## src/rtl/adc_serial_reader_if.sv

```systemverilog
// rtl/adc_serial_reader_if.sv - pin and result bundle for the serial ADC read master
//
// Purpose: groups the ADC pins and the parallel result handshake for adc_serial_reader.
// Signals:
//   START     conversion request (may be asynchronous to CLK)
//   SDATA_ADC serial data from ADC
//   CS_ADC_N  ADC chip select, active low
//   SCLK_ADC  ADC serial clock, idles high
//   DATA      last conversion result (DATA_BITS wide)
//   VALID     one-CLK pulse, DATA updated
//   BUSY      request accepted until end of quiet time
//   ERR       leading-zero violation flag (only with ADC_LEADZERO_CHECK_EN)
// Modports: master = reader side, slave = ADC/acquisition side.
interface adc_serial_reader_if #(
  parameter int DATA_BITS = 12
);
  logic                 START;
  logic                 SDATA_ADC;
  logic                 CS_ADC_N;
  logic                 SCLK_ADC;
  logic [DATA_BITS-1:0] DATA;
  logic                 VALID;
  logic                 BUSY;
`ifdef ADC_LEADZERO_CHECK_EN
  logic                 ERR;

  modport master (
    input  START, SDATA_ADC,
    output CS_ADC_N, SCLK_ADC, DATA, VALID, BUSY, ERR
  );
  modport slave (
    output START, SDATA_ADC,
    input  CS_ADC_N, SCLK_ADC, DATA, VALID, BUSY, ERR
  );
`else
  modport master (
    input  START, SDATA_ADC,
    output CS_ADC_N, SCLK_ADC, DATA, VALID, BUSY
  );
  modport slave (
    output START, SDATA_ADC,
    input  CS_ADC_N, SCLK_ADC, DATA, VALID, BUSY
  );
`endif
endinterface

```

## src/rtl/adc_serial_reader.sv

```systemverilog
// rtl/adc_serial_reader.sv - SPI-style read master for a single-channel serial ADC
//
// Purpose: on a START rising edge runs one FRAME_BITS-clock frame, captures the
// trailing DATA_BITS bits, presents them on DATA with a one-cycle VALID, then holds
// CS_ADC_N high for QUIET_CYCLES before accepting another request.
// Ports:
//   CLK   system clock
//   RESET asynchronous, active-high reset
//   bus   adc_serial_reader_if.master (START, SDATA_ADC in; CS_ADC_N, SCLK_ADC,
//         DATA, VALID, BUSY out; ERR out when ADC_LEADZERO_CHECK_EN is defined)
// Optional: define ADC_LEADZERO_CHECK_EN to add ERR, set when any leading bit of
// the frame (above DATA_BITS) is 1.
module adc_serial_reader #(
  parameter int FRAME_BITS   = 16,
  parameter int DATA_BITS    = 12,
  parameter int CLK_DIV      = 3,
  parameter int QUIET_CYCLES = 8
) (
  input logic            CLK,
  input logic            RESET,
  adc_serial_reader_if.master bus
);

  localparam logic [2:0] ST_IDLE  = 3'd0;
  localparam logic [2:0] ST_SETUP = 3'd1;
  localparam logic [2:0] ST_SHIFT = 3'd2;
  localparam logic [2:0] ST_END   = 3'd3;
  localparam logic [2:0] ST_QUIET = 3'd4;

  localparam int CNT_MAX = (CLK_DIV > QUIET_CYCLES) ? CLK_DIV : QUIET_CYCLES;
  localparam int CW      = $clog2(CNT_MAX) + 1;
  localparam int BW      = $clog2(FRAME_BITS) + 1;
  // Without the check only the result bits are ever read, so the leading bits
  // simply fall off the top of a narrower register.
`ifdef ADC_LEADZERO_CHECK_EN
  localparam int SHIFT_W = FRAME_BITS;
`else
  localparam int SHIFT_W = DATA_BITS;
`endif

  logic [2:0]           state;
  logic [CW-1:0]        cnt;
  logic [BW-1:0]        bit_cnt;
  logic [SHIFT_W-1:0]   shift_reg;
  logic                 s1, s2, start_req;
  logic                 start_edge;
  logic                 cs_n, sclk, valid, busy;
  logic [DATA_BITS-1:0] data;
  logic                 div_done;
`ifdef ADC_LEADZERO_CHECK_EN
  logic                 err;
`endif

  assign start_edge = s1 & ~s2;
  assign div_done   = (cnt == CW'(CLK_DIV - 1));

  always_ff @(posedge CLK or posedge RESET) begin
    if (RESET) begin
      s1        <= 1'b0;
      s2        <= 1'b0;
      start_req <= 1'b0;
      state     <= ST_IDLE;
      cnt       <= '0;
      bit_cnt   <= '0;
      shift_reg <= '0;
      cs_n      <= 1'b1;
      sclk      <= 1'b1;
      valid     <= 1'b0;
      busy      <= 1'b0;
      data      <= '0;
`ifdef ADC_LEADZERO_CHECK_EN
      err       <= 1'b0;
`endif
    end else begin
      s1        <= bus.START;
      s2        <= s1;
      // Registered edge puts acceptance two edges after the synchronizer first sees START.
      start_req <= start_edge;
      valid     <= 1'b0;
      case (state)
        ST_IDLE: begin
          cs_n <= 1'b1;
          sclk <= 1'b1;
          cnt  <= '0;
          if (start_req) begin
            cs_n    <= 1'b0;
            busy    <= 1'b1;
            bit_cnt <= '0;
            state   <= ST_SETUP;
          end
        end
        ST_SETUP: begin
          if (div_done) begin
            cnt   <= '0;
            sclk  <= 1'b0;
            state <= ST_SHIFT;
          end else begin
            cnt <= cnt + 1'b1;
          end
        end
        ST_SHIFT: begin
          if (div_done) begin
            cnt  <= '0;
            sclk <= ~sclk;
            if (!sclk) begin
              // Rising SCLK: ADC data has been stable since the preceding falling edge.
              shift_reg <= {shift_reg[SHIFT_W-2:0], bus.SDATA_ADC};
              bit_cnt   <= bit_cnt + 1'b1;
              if (bit_cnt == BW'(FRAME_BITS - 1)) state <= ST_END;
            end
          end else begin
            cnt <= cnt + 1'b1;
          end
        end
        ST_END: begin
          if (div_done) begin
            cnt   <= '0;
            cs_n  <= 1'b1;
            data  <= shift_reg[DATA_BITS-1:0];
            valid <= 1'b1;
`ifdef ADC_LEADZERO_CHECK_EN
            err   <= |shift_reg[FRAME_BITS-1:DATA_BITS];
`endif
            state <= ST_QUIET;
          end else begin
            cnt <= cnt + 1'b1;
          end
        end
        ST_QUIET: begin
          if (cnt == CW'(QUIET_CYCLES - 1)) begin
            cnt   <= '0;
            busy  <= 1'b0;
            state <= ST_IDLE;
          end else begin
            cnt <= cnt + 1'b1;
          end
        end
        default: begin
          cs_n  <= 1'b1;
          sclk  <= 1'b1;
          busy  <= 1'b0;
          cnt   <= '0;
          state <= ST_IDLE;
        end
      endcase
    end
  end

  assign bus.CS_ADC_N = cs_n;
  assign bus.SCLK_ADC = sclk;
  assign bus.DATA     = data;
  assign bus.VALID    = valid;
  assign bus.BUSY     = busy;
`ifdef ADC_LEADZERO_CHECK_EN
  assign bus.ERR      = err;
`endif

endmodule

```

## src/flat_wrapper.sv

```systemverilog
// flat-port wrapper written by rule: the top's interface ports become plain ports
module adc_serial_reader_flat 
#(
  parameter int FRAME_BITS   = 16,
  parameter int DATA_BITS    = 12,
  parameter int CLK_DIV      = 3,
  parameter int QUIET_CYCLES = 8
)
  (CLK, RESET, bus_START, bus_SDATA_ADC, bus_CS_ADC_N, bus_SCLK_ADC, bus_DATA, bus_VALID, bus_BUSY);
  adc_serial_reader_if #(.DATA_BITS(DATA_BITS)) bus_i ();
  input logic CLK;
  input logic RESET;
  input wire logic [$bits(bus_i.START)-1:0] bus_START;
  input wire logic [$bits(bus_i.SDATA_ADC)-1:0] bus_SDATA_ADC;
  output wire logic [$bits(bus_i.CS_ADC_N)-1:0] bus_CS_ADC_N;
  output wire logic [$bits(bus_i.SCLK_ADC)-1:0] bus_SCLK_ADC;
  output wire logic [$bits(bus_i.DATA)-1:0] bus_DATA;
  output wire logic [$bits(bus_i.VALID)-1:0] bus_VALID;
  output wire logic [$bits(bus_i.BUSY)-1:0] bus_BUSY;
  assign bus_i.START = bus_START;
  assign bus_i.SDATA_ADC = bus_SDATA_ADC;
  assign bus_CS_ADC_N = bus_i.CS_ADC_N;
  assign bus_SCLK_ADC = bus_i.SCLK_ADC;
  assign bus_DATA = bus_i.DATA;
  assign bus_VALID = bus_i.VALID;
  assign bus_BUSY = bus_i.BUSY;
  adc_serial_reader #(.FRAME_BITS(FRAME_BITS), .DATA_BITS(DATA_BITS), .CLK_DIV(CLK_DIV), .QUIET_CYCLES(QUIET_CYCLES)) u_core (.CLK(CLK), .RESET(RESET), .bus(bus_i));
endmodule
```

## config.mk

```make
export PLATFORM = sky130hd
export DESIGN_NAME = adc_serial_reader_flat
export DESIGN_NICKNAME = d
export VERILOG_FILES = /design/src/rtl/adc_serial_reader_if.sv /design/src/rtl/adc_serial_reader.sv /design/src/flat_wrapper.sv
export SDC_FILE = /design/constraint.sdc
export NUM_CORES = 1
export LEC_CHECK = 0
export ABC_AREA = 1
export CORE_MARGIN = 5
export CORE_UTILIZATION = 45
export CTS_CLUSTER_DIAMETER = 200
export DETAILED_ROUTE_END_ITERATION = 10
export PLACE_DENSITY = 0.65
export SYNTH_ARGS = -nofsm -noshare
export SYNTH_HDL_FRONTEND = slang
export SYNTH_SLANG_ARGS = --single-unit
```

## constraint.sdc

```tcl
create_clock -name CLK -period 1.35 [get_ports CLK]
set_clock_uncertainty 0.1 [all_clocks]
set_input_delay 0.2025 -clock CLK [delete_from_list [all_inputs] [get_ports CLK]]
set_output_delay 0.2025 -clock CLK [all_outputs]
set_load 0.1 [all_outputs]
```

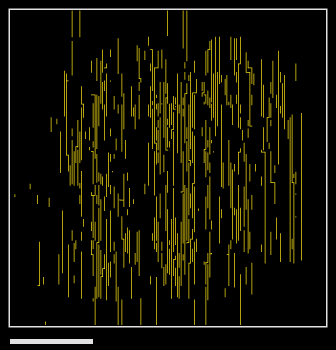
**Above:** run 1 (the metal 2 layer).
The bar under the picture is 20 microns long.
The wires run mostly vertical. The layer carries 2290 microns of wire. The longest straight run is 35.4 microns. The layer holds 53% of the routed length. 228 nets have wire on it.
final WL: 4.32 mm
M2 GR Usage: 25.1%
Via Count: 1562

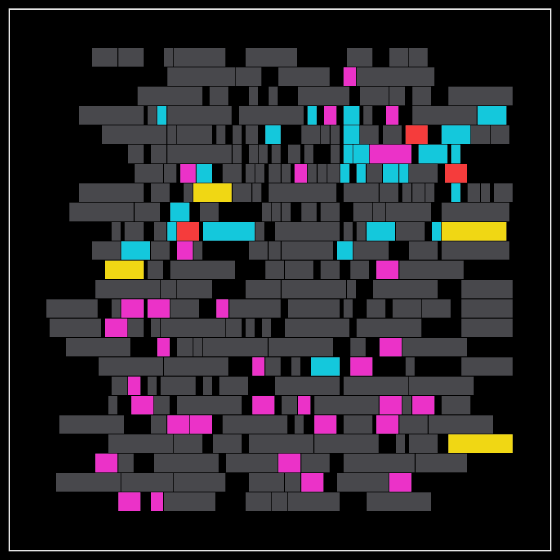
**Above:** run 1 (gate-type map).
Key: red = XOR/XNOR gates [cells 3, most used xor2_1]; yellow = adder and majority cells [cells 4]; magenta = inverting AOI/OAI gates [cells 32, most used o21ai_2]; cyan = NOR gates [cells 25, most used nor2_1]

==> impl_metrics.env, run 1 <==
# implementation run metrics
export IMPL_status="complete, but fails checks"
export IMPL_violations="negative setup slack"
export IMPL_ff_type="dfrtp_1"
export IMPL_fin_crit_ns=1.53
export IMPL_synth_top_area_share_pct=52.3
export IMPL_cts_sinks=43
export IMPL_most_common_cell="nand2_1"
export IMPL_clkTransAtPathRegs_ns=0.08
export IMPL_tightest_slew_ns=0.251
export IMPL_drt_iter0_markers=81
export IMPL_cts_tree="yes"
export IMPL_layout_setup_ws_ns=-0.178
export IMPL_ys_cells=209
export IMPL_max_stage_delay_ns=0.45
export IMPL_most_common_layout_cells="38 x dfrtp_1, 24 x nand2_1, 22 x inv_1, 22 x buf_4, 20 x buf_12"
export IMPL_setup_violations=34
export IMPL_rr_worst_depth=7
export IMPL_ys_area_sq_um=1960
export IMPL_common_cells="45 x nand2_1, 41 x dfrtp_1, 24 x inv_1"
export IMPL_comb_cells=135
export IMPL_drt_wirelength_per_cell_microns=13.7
export IMPL_die_w_microns=76.0
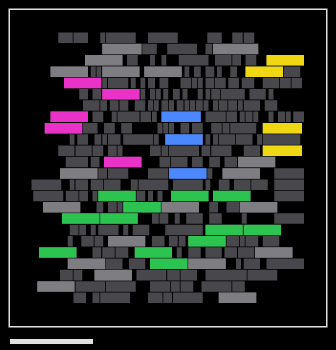
**Above:** run 1 (register map, names as in the netlist).
The bar under the picture is 20 microns long. Other sequential cells in the stronger gray, the rest of the logic in the fainter gray.
Key: magenta = u_core.bit_cnt [sequential cells 5]; yellow = u_core.cnt [sequential cells 4]; blue = u_core.state [sequential cells 3]; green = u_core.shift_reg [sequential cells 12]
Another 19 sequential cells are not colored.
flop share of the area: 35.7%
total sequential power: 1.78 mW
Finished Core Util: 70.8%

## run 1: critical path: cells and delay by family, from the launching register on
family | cells | cell delay (ns)
and+or+nand+nor | 3 | 0.39
DFF | 1 | 0.45
AOI/OAI and AO/OA | 1 | 0.08
buffers and inverters | 2 | 0.27
adders and majority gates | 1 | 0.17
## run 1: per-layer routing
layer | routed length (microns) | global-route usage (%)
met5 | 0 | 0
met4 | 111 | 6.41
met3 | 123 | 3.07
met2 | 2290 | 25.1
met1 | 1790 | 19.3
## run 1: repair_timing
item	4_1_cts	5_1_grt
gates cloned	1	1
gates resized	34	36
buffers inserted	4	1
endpoints found under the hold margin	0	0
endpoints found under the setup margin	37	40
pin swaps	7	16
hold buffers	0	0
## run 1: power by group
part | internal, mW | switching [mW]
logic | 1.07 | 1.54
clock network | 0.467 | 0.417
registers | 1.53 | 0.254
==> inputs of run 2 (changes only) <==
--- a/config.mk
+++ b/config.mk
@@ -7,10 +7,10 @@
 export LEC_CHECK = 0
 export ABC_AREA = 1
 export CORE_MARGIN = 5
-export CORE_UTILIZATION = 45
+export CORE_UTILIZATION = 46
 export CTS_CLUSTER_DIAMETER = 200
 export DETAILED_ROUTE_END_ITERATION = 10
-export PLACE_DENSITY = 0.65
+export PLACE_DENSITY = 0.66
 export SYNTH_ARGS = -nofsm -noshare
 export SYNTH_HDL_FRONTEND = slang
 export SYNTH_SLANG_ARGS = --single-unit
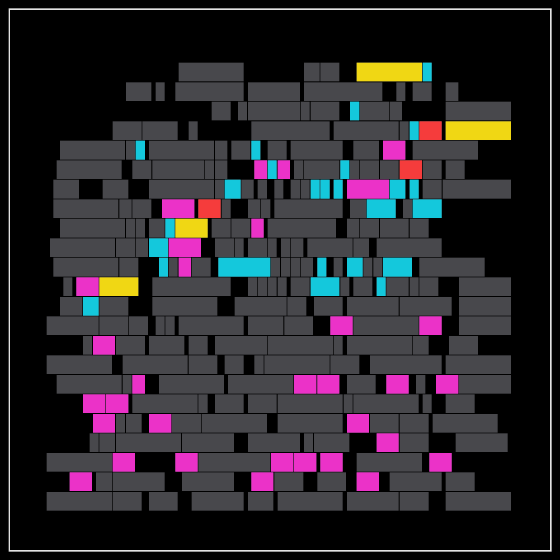
**Above:** run 2 (gate-type map).
Key: cyan = NOR gates [cells 25, most used nor2_1]; magenta = inverting AOI/OAI gates [cells 32, most used o21ai_2]; red = XOR/XNOR gates [cells 3, most used xor2_1]; yellow = adder and majority cells [cells 4, most used ha_4]
dominant logic cell type in the layout: dfrtp_1
Comb area share: 32.5%
post-route non-filler standard cell count: 318

==> run 2 against run 1 <==
- the run still ends with negative setup slack left
- sequential power is essentially flat
- non-clock buffer count grew 5
- global-route usage grew 2.8 points
==> impl_metrics.env, run 2 <==
# implementation run metrics
export IMPL_synth_top_area_share_pct=52.3
export IMPL_pg_clk_mw=1.20
export IMPL_p_clk_share_pct=21.2
export IMPL_drive_gt1_share_pct=52.6
export IMPL_ys_cells=209
export IMPL_ys_area_sq_um=1960
export IMPL_cts_sinks=43
export IMPL_cts_tree="yes"
export IMPL_cts_hold_buffers=0
export IMPL_path_depth=8
export IMPL_common_cells="45 x nand2_1, 41 x dfrtp_1, 24 x inv_1"
export IMPL_drcViolationCount=0
export IMPL_p_comb_mw=2.68
export IMPL_status="complete, but fails checks"
export IMPL_netSwitchingFraction_pct=39.9
export IMPL_vias=1619
export IMPL_layout_setup_ws_ns=-0.172
export IMPL_die_w_microns=75.3
export IMPL_clkTransAtPathRegs_ns=0.09
export IMPL_warning_count=30
export IMPL_most_common_cell="nand2_1"
export IMPL_setup_violations=37
export IMPL_rr_worst_depth=8
export IMPL_drt_total_wl_mm=4.46
export IMPL_drt_iter0_markers=117
export IMPL_dpl_cell_count=298
export IMPL_p_int_mw=3.40
export IMPL_tightest_slew_ns=0.366
export IMPL_pg_seq_mw=1.78
export IMPL_path_buffers=3
export IMPL_ff_type="dfrtp_1"
export IMPL_violations="negative setup slack"
export IMPL_fin_crit_ns=1.52
export IMPL_max_stage_delay_ns=0.45
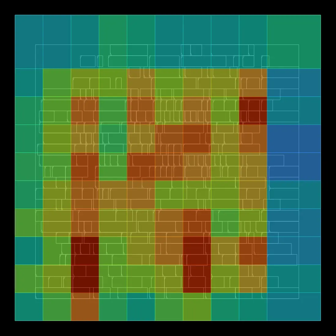
**Above:** run 2 (routing congestion).
Routed WL per cell: 14.0 microns
routing usage on met3: 4.22%
Finished Core Util: 78.1%

## run 2: cells by family after synthesis
kind of cell    after synthesis
flops                        43
xor+xnor                      3
simple gates                 95
fa+ha+maj                     4
buf+inv                      31
compound gates               33
## run 2: final cells by class
class	instances	area share, %
tap	50	1.97
inverter	27	3.59
clock buffer	5	2.17
sequential	43	34.3
clock inverter	3	2.13
multi-input combinational	135	32.5
timing repair buffer	55	23.3
## run 2: routing by layer
layer	global-route usage, %	vias up	share of wire [%]
li1	-	781	-
met1	22.6	811	42
met2	30.8	20	53
met3	4.22	7	2.6
met4	5.83	0	1.7
met5	0	-	0
## run 2: what timing repair did
item                                    in CTS  in global routing
endpoints found under the setup margin      38                 41
cloned                                       3                  0
setup buffers                                6                  4
pin swaps                                    3                  2
hold endpoints to repair                     0                  0
resized                                     49                 29
Power and IR drop assume default switching activity.
